==> config.mk <==
export PLATFORM = sky130hd
export DESIGN_NAME = shift_serializer
export DESIGN_NICKNAME = d
export VERILOG_FILES = /design/src/rtl/shift_serializer_pkg.sv /design/src/rtl/shift_serializer_counter.sv /design/src/rtl/shift_serializer.sv
export SDC_FILE = /design/constraint.sdc
export NUM_CORES = 1
export LEC_CHECK = 0
export ABC_AREA = 1
export CORE_MARGIN = 2
export CORE_UTILIZATION = 55
export CTS_BUF_LIST = sky130_fd_sc_hd__clkbuf_4 sky130_fd_sc_hd__clkbuf_8
export DETAILED_ROUTE_END_ITERATION = 6
export PLACE_DENSITY = 0.86
export SETUP_SLACK_MARGIN = 0.1
export SYNTH_ARGS = -nofsm -noshare
export SYNTH_HDL_FRONTEND = slang
export SYNTH_SLANG_ARGS = --single-unit
==> constraint.sdc <==
create_clock -name clk -period 2.4 [get_ports clk]
set_clock_uncertainty 0.15 [all_clocks]
set_input_delay 0.48 -clock clk [delete_from_list [all_inputs] [get_ports clk]]
set_output_delay 0.48 -clock clk [all_outputs]
set_load 0.01 [all_outputs]
==> src/rtl/shift_serializer_pkg.sv <==
`default_nettype none
// ============================================================================
//  Module      : shift_serializer_pkg
//  Description : Shared state encoding and default sizing for the
//                parallel-to-serial converter.
//  Revision    : 1.0 - initial release
// ============================================================================
package shift_serializer_pkg;

  // Single-bit state encoding: IDLE waits for a word, SHIFT emits bits.
  typedef enum logic {
    ST_IDLE  = 1'b0,
    ST_SHIFT = 1'b1
  } state_t;

  localparam int DEFAULT_WIDTH = 8;

endpackage : shift_serializer_pkg
`default_nettype wire

==> src/rtl/shift_serializer_counter.sv <==
`default_nettype none
// ============================================================================
//  Module      : mod_counter
//  Description : Modulo-MOD up counter with clear priority over enable and
//                a terminal-count flag.
//  Revision    : 1.0 - initial release
// ============================================================================
module mod_counter #(
  parameter int MOD = 8
) (
  input  logic                   clk,
  input  logic                   reset,
  input  logic                   en,
  input  logic                   clr,
  output logic [$clog2(MOD)-1:0] count,
  output logic                   at_max
);

  localparam int CW = $clog2(MOD);
  localparam logic [CW-1:0] C_MAX = CW'(MOD - 1);

  logic [CW-1:0] count_q;
  logic [CW-1:0] count_d;

  // Next count: clear wins, terminal count folds back to zero.
  always_comb begin
    count_d = count_q;
    if (clr) begin
      count_d = '0;
    end else if (en) begin
      count_d = (count_q == C_MAX) ? '0 : count_q + CW'(1);
    end
  end

  // Count register with synchronous reset.
  always_ff @(posedge clk) begin
    if (reset) begin
      count_q <= '0;
    end else begin
      count_q <= count_d;
    end
  end

  assign count  = count_q;
  assign at_max = (count_q == C_MAX);

endmodule : mod_counter
`default_nettype wire

==> src/rtl/shift_serializer.sv <==
`default_nettype none
// ============================================================================
//  Module      : shift_serializer
//  Description : Parallel-in, serial-out converter. Accepts a WIDTH-bit word
//                on a valid/ready handshake and emits it one bit per accepted
//                cycle; supports back-to-back words with no idle gap.
//  Revision    : 1.0 - initial release
// ============================================================================
module shift_serializer
  import shift_serializer_pkg::*;
#(
  parameter int WIDTH     = DEFAULT_WIDTH,
  parameter int LSB_FIRST = 1
) (
  input  logic             clk,
  input  logic             reset,
  input  logic             load_valid,
  output logic             load_ready,
  input  logic [WIDTH-1:0] load_data,
  output logic             ser_out,
  output logic             ser_valid,
  input  logic             ser_ready,
  output logic             busy,
  output logic             done
);

  localparam int CW = $clog2(WIDTH);
  localparam logic [CW-1:0] C_LAST = CW'(WIDTH - 1);

  state_t           state_q, state_d;
  logic [WIDTH-1:0] shreg_q, shreg_d;
  logic             done_q, done_d;

  logic [CW-1:0]    w_cnt;
  logic             w_cnt_at_max;
  logic             w_cnt_en;
  logic             w_cnt_clr;
  logic             w_accept;
  logic             w_out_bit;
  logic [WIDTH-1:0] w_shifted;

  mod_counter #(
    .MOD (WIDTH)
  ) u_bit_cnt (
    .clk    (clk),
    .reset  (reset),
    .en     (w_cnt_en),
    .clr    (w_cnt_clr),
    .count  (w_cnt),
    .at_max (w_cnt_at_max)
  );

  assign w_accept  = (state_q == ST_SHIFT) && ser_ready;
  assign w_out_bit = (LSB_FIRST != 0) ? shreg_q[0] : shreg_q[WIDTH-1];
  assign w_shifted = (LSB_FIRST != 0) ? {1'b0, shreg_q[WIDTH-1:1]}
                                      : {shreg_q[WIDTH-2:0], 1'b0};

  // A new word may enter while idle, or in the cycle the final bit leaves.
  assign load_ready = (state_q == ST_IDLE) || (w_accept && w_cnt_at_max);

  // Next-state, shift and counter control.
  always_comb begin
    state_d   = state_q;
    shreg_d   = shreg_q;
    done_d    = 1'b0;
    w_cnt_en  = 1'b0;
    w_cnt_clr = 1'b0;
    case (state_q)
      ST_IDLE: begin
        if (load_valid) begin
          shreg_d   = load_data;
          w_cnt_clr = 1'b1;
          state_d   = ST_SHIFT;
        end
      end
      ST_SHIFT: begin
        if (w_accept) begin
          shreg_d  = w_shifted;
          w_cnt_en = 1'b1;
          if (w_cnt == C_LAST) begin
            done_d    = 1'b1;
            w_cnt_clr = 1'b1;
            if (load_valid) begin
              // Back-to-back: the next word's first bit follows immediately.
              shreg_d = load_data;
              state_d = ST_SHIFT;
            end else begin
              state_d = ST_IDLE;
            end
          end
        end
      end
      default: begin
        state_d = ST_IDLE;
      end
    endcase
  end

  // State, shift register and done pulse registers.
  always_ff @(posedge clk) begin
    if (reset) begin
      state_q <= ST_IDLE;
      shreg_q <= '0;
      done_q  <= 1'b0;
    end else begin
      state_q <= state_d;
      shreg_q <= shreg_d;
      done_q  <= done_d;
    end
  end

  assign ser_valid = (state_q == ST_SHIFT);
  assign ser_out   = (state_q == ST_SHIFT) ? w_out_bit : 1'b0;
  assign busy      = (state_q == ST_SHIFT);
  assign done      = done_q;

endmodule : shift_serializer
`default_nettype wire

==> flow_summary_export.csv <==
group,metric,value,unit
grt,overflow,0,
clock_tree,buffer_count_from_post_cts_setup_fixing,0,
status,status,"complete, no violations",
layout,final_layout_size_suffix_gt1_share,14.9,%
synth,ys_types,13,
critical_path,timing.critical_path.fanout_max,14,
synth,synth_chip_area,791,um2
layout,layout.cells.largest_class,"multi-input combinational cells",
die,top_level_ports,17,
power,power_density,513,mW/mm2
synth,mappedNetlistNets,129,
synth,muxShareOfSynthArea,0,%
layout,nFillCells,110,
clock_tree,htreeDepth,1,
critical_path,crit_path_max_incr_delay,0.52,ns
synth,synth-edff-count,0,
routing,post-route-drc-count,0,
layout,buf_share,20.2,%
power,static-leakage-power,0.494,nW
synth,yosys.area.top_type_share,32.9,%
routing,detail_route.wl_per_cell,10.9,um
run,number_of_logged_tool_warnings,27,
layout,mostFrequentLayoutCells,"sky130_fd_sc_hd__nand2_1, sky130_fd_sc_hd__nor2_1, sky130_fd_sc_hd__clkdlybuf4s50_1",
synth,syn_inst,114,
die,nWellTaps,15,
layout,final-clk-cell-share,3.03,%
layout,buffers_excl_clock,21,
sta,timing_worst_slew_pin_value,0.321,ns
sta,rsz0062_at_grt,"false",
synth,yosys.stat.seqShare,32.9,%
die,floorplan.die_area,0.00176,mm2
routing,avgViaCountPerCell,5.07,
placement,detailedPlacementHpwl,1160,um
critical_path,worstSetupPathType,"flip-flop to output port",
clock_tree,cts-buffers-inserted,3,
layout,area.sequential,260,um2
clock_tree,post_cts_resized,1,
power,total_power,508,uW
sta,final-hold-violation-count,0,
synth,yosys_warnings,0,
grt,largest_net_degree_at_the_start_of_global_routing,15,
sta,final.hold.worst_slack,0.327,ns
critical_path,timing.critical_path.cells,"buf_6, nand2_1, inv_1, clkdlybuf4s50_1",
critical_path,cp_num_buf_inv,3,
grt,grt_pass1_wl,2820,um
die,core_util_floorplan,60.0,%
synth,synth.most_common_cell,"sky130_fd_sc_hd__nand2_1",
synth,yosys_most_used_dff,"sky130_fd_sc_hd__dfxtp_1",
==> through the flow <==
step                setup TNS, ns  utilization (%)
CTS                             0             74.9
global route                    0             75.2
detailed placement        -0.0123             72.7
floorplan                       0                -
finish                          0             75.2
global placement                0             72.7
==> worst reg2reg max path, cell delays in order, from the launching register on <==
cell	delay (ns)
sky130_fd_sc_hd__dfxtp_1	0.34
sky130_fd_sc_hd__ha_1	0.22
sky130_fd_sc_hd__ha_1	0.23
sky130_fd_sc_hd__nand2_2	0.27
sky130_fd_sc_hd__nand3_1	0.13
sky130_fd_sc_hd__nand2_1	0.08
sky130_fd_sc_hd__nor2_1	0.04
sky130_fd_sc_hd__nor2_1	0.07
==> power by group <==
| group | switching, mW | total (mW) | internal [mW] |
|---|---|---|---|
| sequential | 0.00778 | 0.238 | 0.231 |
| clock | 0.0791 | 0.155 | 0.0759 |
| combinational | 0.0567 | 0.115 | 0.0583 |
==> cells by family after synthesis <==
logic type,after synthesis
buf+inv,18
flops,13
compound gates,11
simple gates,69
fa+ha+maj,3
==> routing by layer <==
| metal | track usage [%] | part of all wire, % |
|---|---|---|
| met5 | 0 | 0 |
| met4 | 10.3 | 2.3 |
| met3 | 4.35 | 5.7 |
| met2 | 31.3 | 47 |
| met1 | 27.6 | 45 |
==> path summary, 6_finish.rpt <==
path	startpoint	endpoint	slack, ns	cells past startpoint
worst max-delay path	busy	ser_out	0.23	4
worst max register to register	u_bit_cnt.count[0]	shreg_q[4]	0.83	7
worst min-delay path	u_bit_cnt.count[1]	u_bit_cnt.count[1]	0.33	2
worst min register to register	u_bit_cnt.count[1]	u_bit_cnt.count[1]	0.33	2
==> sequential cells by signal (all words and copies together) (netlist names) <==
register	cells
u_bit_cnt.count	3
shreg_q	8
busy	1
done	1
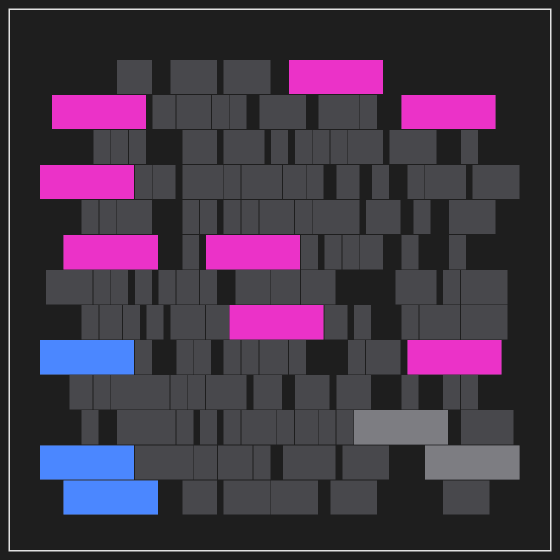
Figure 1: register map, names as in the netlist.
Other sequential cells in the stronger grey, the rest of the logic in the fainter grey.
Key: magenta = `shreg_q` [flops 8]; blue = `u_bit_cnt.count` [flops 3]
Another 2 sequential cells are not coloured.

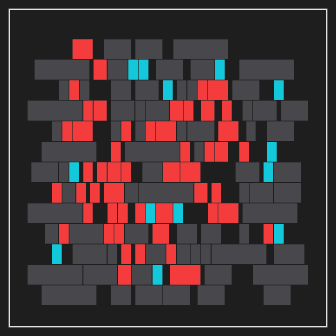
Figure 2: gate-type map.
Key: red = NAND gates [cells 51]; cyan = inverters [cells 13]
multi-input gate share of total cell area: 43.7%
number of standard cells in the final layout excluding fillers: 149
Top cell excl fill/tap: sky130_fd_sc_hd__nand2_1

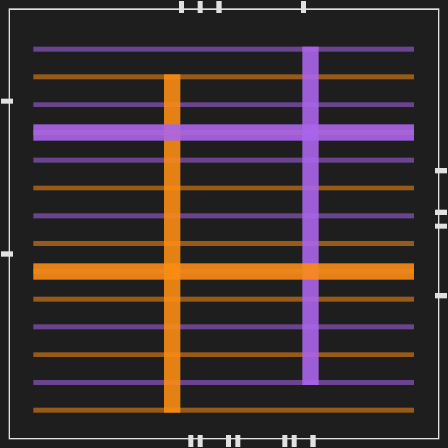
Figure 3: PDN straps and rails.
Pins as bars on the die edge.
Key: orange = VSS; purple = VDD
2 straps on met4. 17 signal pins sit on the boundary. The core has 13 rows. 14 met1 rails follow the rows. 2 straps on met5.
area of the core: 0.00132 mm2
Chip Height: 41.9 um
horizontal die dimension: 41.9 um

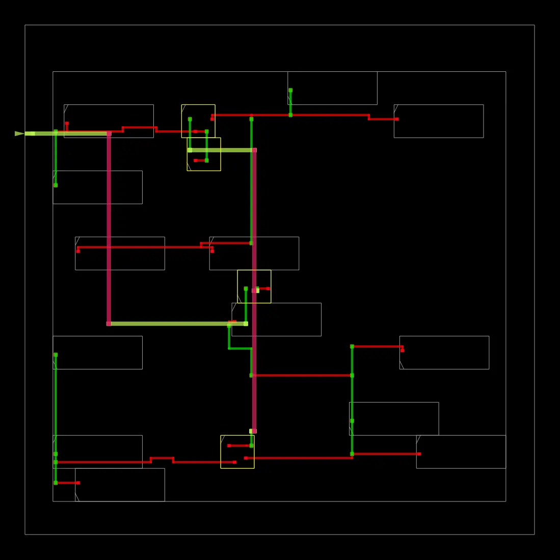
Figure 4: clock routing.
clock network power: 155 uW
clock latency on the worst-skew pair: 0.28 ns
number of clock sinks seen by CTS: 13
num sequential: 13

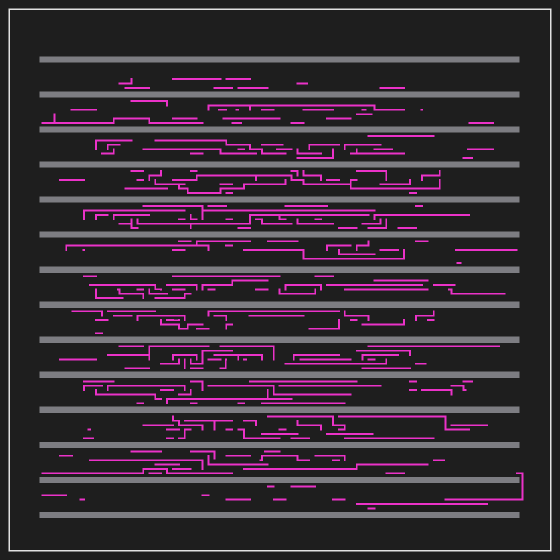
Figure 5: metal 1.
Supply wires on this layer in grey.
133 nets have wire on it. The wires run mostly horizontal. The longest straight run is 13.3 um. The layer holds 45% of the routed length. The layer carries 730 um of wire.
number of vias in the routed layout: 755
Routed WL: 1620 um
GR Layer Usage met1: 27.6%

Power figures rest on the tool's default switching activity, not on a simulated workload.
